**src/rtl/dmem_arb_pkg.sv**
```systemverilog
// rtl/dmem_arb_pkg.sv - shared types and limits for the data-memory arbiter
package dmem_arb_pkg;

  typedef enum logic {
    REQ_CPU = 1'b0,
    REQ_EXT = 1'b1
  } req_id_e;

  typedef struct packed {
    logic    valid;
    req_id_e id;
  } rd_tag_t;

  localparam int TAG_W      = $bits(rd_tag_t);
  localparam int RD_LAT_MIN = 1;
  localparam int RD_LAT_MAX = 4;

  function automatic bit rd_lat_legal(input int lat);
    return (lat >= RD_LAT_MIN) && (lat <= RD_LAT_MAX);
  endfunction

endpackage

```
**src/rtl/rd_tag_pipe.sv**
```systemverilog
// rtl/rd_tag_pipe.sv - DEPTH-stage shift register of read tags with synchronous clear
module rd_tag_pipe
  import dmem_arb_pkg::*;
#(
  parameter int DEPTH = 1
) (
  input  logic             i_clk,
  input  logic             i_clr,
  input  logic [TAG_W-1:0] i_tag,
  output logic [TAG_W-1:0] o_tag
);

  logic [TAG_W-1:0] r_stage [DEPTH];

  always_ff @(posedge i_clk) begin
    if (i_clr) begin
      for (int i = 0; i < DEPTH; i++) r_stage[i] <= '0;
    end else begin
      r_stage[0] <= i_tag;
      for (int i = 1; i < DEPTH; i++) r_stage[i] <= r_stage[i-1];
    end
  end

  assign o_tag = r_stage[DEPTH-1];

endmodule

```
**src/rtl/dmem_arbiter.sv**
```systemverilog
// rtl/dmem_arbiter.sv - round-robin CPU/external arbiter for the dmem port
// with bounded external lock and tagged read-response routing.
module dmem_arbiter
  import dmem_arb_pkg::*;
#(
  parameter int WIDTH    = 32,
  parameter int AW       = 6,
  parameter int RD_LAT   = 1,
  parameter int MAX_LOCK = 8
) (
  input  logic             i_clk,
  input  logic             i_reset,
  input  logic             i_cpu_req,
  input  logic             i_cpu_we,
  input  logic [AW-1:0]    i_cpu_addr,
  input  logic [WIDTH-1:0] i_cpu_wdata,
  output logic             o_cpu_gnt,
  output logic             o_cpu_stall,
  output logic             o_cpu_rvalid,
  output logic [WIDTH-1:0] o_cpu_rdata,
  input  logic             i_ext_req,
  input  logic             i_ext_we,
  input  logic [AW-1:0]    i_ext_addr,
  input  logic [WIDTH-1:0] i_ext_wdata,
  input  logic             i_ext_lock,
  output logic             o_ext_gnt,
  output logic             o_ext_rvalid,
  output logic [WIDTH-1:0] o_ext_rdata,
  output logic             o_mem_en,
  output logic             o_mem_we,
  output logic [AW-1:0]    o_mem_addr,
  output logic [WIDTH-1:0] o_mem_wdata,
  input  logic [WIDTH-1:0] i_mem_rdata
);

  localparam int            LW       = $clog2(MAX_LOCK + 1);
  localparam logic [LW-1:0] LOCK_MAX = LW'(MAX_LOCK);

  generate
    if (!rd_lat_legal(RD_LAT)) begin : g_bad_rd_lat
      $error("dmem_arbiter: RD_LAT must be within 1..4");
    end
  endgenerate

  req_id_e          r_last_id;
  logic [LW-1:0]    r_lock_cnt;

  logic             w_both;
  logic             w_lock_hold;
  logic             w_cpu_win;
  logic             w_ext_win;
  rd_tag_t          w_push;
  rd_tag_t          w_pop;
  logic [TAG_W-1:0] w_pop_bits;

  assign w_both      = i_cpu_req & i_ext_req;
  assign w_lock_hold = i_ext_lock && (r_last_id == REQ_EXT) && (r_lock_cnt < LOCK_MAX);

  // Contended cycles: a live lock keeps EXT, otherwise whoever did not win last time.
  always_comb begin
    w_cpu_win = 1'b0;
    w_ext_win = 1'b0;
    if (!i_reset) begin
      if (w_both) begin
        if (w_lock_hold || (r_last_id == REQ_CPU)) w_ext_win = 1'b1;
        else                                       w_cpu_win = 1'b1;
      end else begin
        w_cpu_win = i_cpu_req;
        w_ext_win = i_ext_req;
      end
    end
  end

  assign o_cpu_gnt   = w_cpu_win;
  assign o_ext_gnt   = w_ext_win;
  assign o_cpu_stall = i_cpu_req & ~w_cpu_win & ~i_reset;

  always_comb begin
    o_mem_en    = 1'b0;
    o_mem_we    = 1'b0;
    o_mem_addr  = '0;
    o_mem_wdata = '0;
    if (w_cpu_win) begin
      o_mem_en    = 1'b1;
      o_mem_we    = i_cpu_we;
      o_mem_addr  = i_cpu_addr;
      o_mem_wdata = i_cpu_wdata;
    end else if (w_ext_win) begin
      o_mem_en    = 1'b1;
      o_mem_we    = i_ext_we;
      o_mem_addr  = i_ext_addr;
      o_mem_wdata = i_ext_wdata;
    end
  end

  always_ff @(posedge i_clk) begin
    if (i_reset) begin
      r_last_id  <= REQ_EXT;
      r_lock_cnt <= '0;
    end else begin
      if (w_cpu_win)      r_last_id <= REQ_CPU;
      else if (w_ext_win) r_last_id <= REQ_EXT;

      if (w_cpu_win || !i_ext_lock)
        r_lock_cnt <= '0;
      else if (w_ext_win && (r_lock_cnt < LOCK_MAX))
        r_lock_cnt <= r_lock_cnt + 1'b1;
    end
  end

  assign w_push.valid = (w_cpu_win & ~i_cpu_we) | (w_ext_win & ~i_ext_we);
  assign w_push.id    = w_ext_win ? REQ_EXT : REQ_CPU;

  rd_tag_pipe #(
    .DEPTH (RD_LAT)
  ) u_rd_tag_pipe (
    .i_clk (i_clk),
    .i_clr (i_reset),
    .i_tag (w_push),
    .o_tag (w_pop_bits)
  );

  // Gate with reset so a tag still in the last stage is dropped during the reset cycle.
  assign w_pop        = rd_tag_t'(w_pop_bits);
  assign o_cpu_rvalid = w_pop.valid & ~i_reset & (w_pop.id == REQ_CPU);
  assign o_ext_rvalid = w_pop.valid & ~i_reset & (w_pop.id == REQ_EXT);
  assign o_cpu_rdata  = o_cpu_rvalid ? i_mem_rdata : '0;
  assign o_ext_rdata  = o_ext_rvalid ? i_mem_rdata : '0;

endmodule
```
**config.mk**
```make
export PLATFORM = sky130hd
export DESIGN_NAME = dmem_arbiter
export DESIGN_NICKNAME = d
export VERILOG_FILES = /design/src/rtl/dmem_arb_pkg.sv /design/src/rtl/rd_tag_pipe.sv /design/src/rtl/dmem_arbiter.sv
export SDC_FILE = /design/constraint.sdc
export NUM_CORES = 1
export LEC_CHECK = 0
export CAP_MARGIN = 0
export CORE_AREA = 2 2 87 89
export CTS_BUF_LIST = sky130_fd_sc_hd__clkbuf_2 sky130_fd_sc_hd__clkbuf_4 sky130_fd_sc_hd__clkbuf_8
export DETAILED_ROUTE_END_ITERATION = 6
export DIE_AREA = 0 0 89 91
export PLACE_DENSITY_LB_ADDON = 0.08
export SKIP_CTS_REPAIR_TIMING = 1
export SYNTH_ARGS = -nofsm -noshare
export SYNTH_HDL_FRONTEND = slang
export SYNTH_HIERARCHICAL = 1
export SYNTH_SLANG_ARGS = --single-unit
```
**constraint.sdc**
```tcl
create_clock -name i_clk -period 1.4 [get_ports i_clk]
set_clock_uncertainty 0.1 [all_clocks]
set_input_delay 0.28 -clock i_clk [delete_from_list [all_inputs] [get_ports i_clk]]
set_output_delay 0.28 -clock i_clk [all_outputs]
set_load 0.02 [all_outputs]
```
==> results.py <==
# Physical implementation metrics
metrics = {
    "status": {
        "status": "finished with violations",
        "failed_checks": "setup timing",
    },
    "final_layout": {
        "clk_share": 0.00967,
        "seqCellArea_um2": 145,
        "num_antenna_cells": 0,
        "flop-count": 7,
        "nets": 618,
        "logic_gate_count": 177,
        "mi_logic_area_um2": 1780,
        "final_cell_mix": "clkdlybuf4s50_1, buf_6, and2_4, buf_4, inv_1",
        "comb_area_frac": 0.353,
    },
    "timing": {
        "rsz0062_at_grt": "true",
        "hold_slack_ps": 367,
        "max_slew.worst_pin.slew_ps": 406,
        "hold_viol_final": 0,
        "period_used_share": 1.43,
        "fmax_mhz": 501,
        "fin_ws_ps": -597,
        "setup-violations-final": 114,
    },
    "yosys": {
        "ys_sh_simple": 0.440,
        "flop_cell": "dfxtp_1",
        "synth_chip_area_um2": 1540,
        "ys_seq_share": 0.0912,
        "ys_ff": 7,
        "floorplan.nets": 367,
    },
    "clock_tree": {
        "cts.clk_slew.worst_paths_ps": 40,
        "clock_path_buffers": 2,
        "cts_max_level": 1,
    },
    "place": {
        "port_buffers": 223,
        "gp_congestion": 0.772,
    },
    "critical_path": {
        "crit_end": "o_mem_addr[3]",
        "cp_top_family": "buffers and inverters",
        "start_kind": "register",
        "cpPeakStageDelay_ps": 350,
        "end_kind": "output pin",
        "r2r_cells": 5,
        "crit_required_ps": 1020,
        "r2r_slack_ps": -370,
        "crit_slowest_cell": "dfxtp_2",
    },
    "die": {
        "tapCellCount": 99,
        "ios": 224,
        "die_y_um": 91,
        "rows": 31,
    },
    "hold_path": {
        "hold_end": "r_lock_cnt[3]$_SDFFE_PP0P_",
        "min_path_cells": 2,
        "hp-start": "r_lock_cnt[3]$_SDFFE_PP0P_",
        "hp-class": "reg2reg",
    },
    "detailed_routing": {
        "top_layer": "met4",
    },
    "grt": {
        "grt_use_met1": 0.212,
        "antenna_found_initial": 0,
    },
}
-- stage by stage --
step	setup slack (ps)	TNS, ps	std cells	instance area [um^2]	utilization
finish	-597	-43390	600	5040	0.707
global route	-666	-49570	600	5040	0.707
CTS	-1210	-98750	579	4660	0.653
detailed placement	-1200	-90440	575	4610	0.646
global placement	-1150	-88990	575	4610	0.646
floorplan	-191	-7290	251	2200	-
-- where the power goes --
group          internal (uW)  leakage, uW  switching (uW)
registers                207    0.0000580            5.90
clock network            217    0.0000262            93.7
logic                    683      0.00223             529
-- worst register-to-register path: stages (launching register included) --
cell and delay, ps:
dfxtp_2 330, buf_4 130, buf_6 100, or3b_4 390
or4_1 510, a21oi_1 140
-- sequential cells by signal, indices dropped and copies added (netlist names) --
signal,cells
u_rd_tag_pipe/r_stage,2
r_lock_cnt,4
r_last_id,1
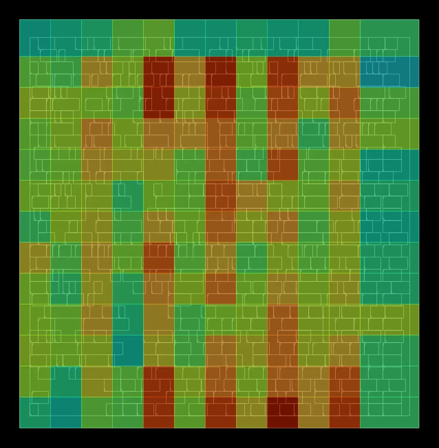
(images/final_congestion.png)
wire per inst: 15.2 um
GR peak layer: met2
overall global routing resource usage: 0.188
Final Util: 0.707

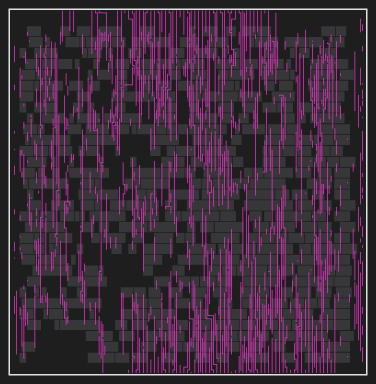
(images/met2.png)
Drawn at 4 px/um. Cells faint in the background.
- nets with wire on the layer: 536
- main direction: vertical

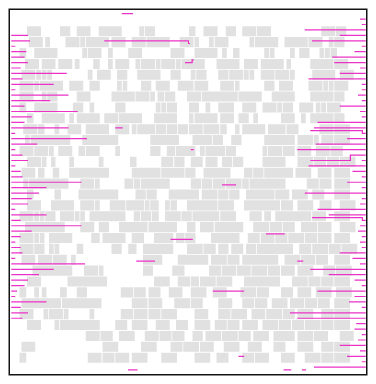
(images/met3.png)
Drawn at 4 px/um. Cells faint in the background.
- share of all routed wire: 8.0%
- longest straight run: 20.9 um
- wire length on this layer: 732 um
- nets with wire on the layer: 127
met3 Use GR: 0.0455
DRT Wirelength: 9.11 mm
via count of the routed design: 2764

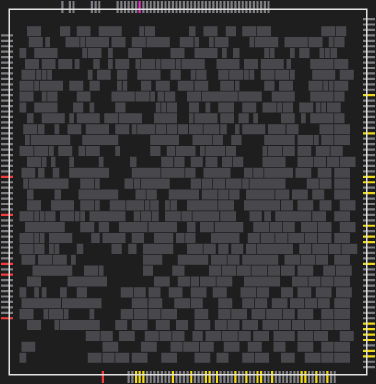
(images/pins.png)
Drawn at 4 px/um. Pins as bars across the die edge, other pins in gray.
- red: `i_cpu_addr` (pins 6; direction input; edge 5 left, 1 bottom)
- magenta: `i_cpu_req` (pins 1; direction input; edge top)
- yellow: `o_cpu_rdata` (pins 32; direction output; edge 17 bottom, 15 right)

No activity file was given, so power comes from the tool's default toggle rates.
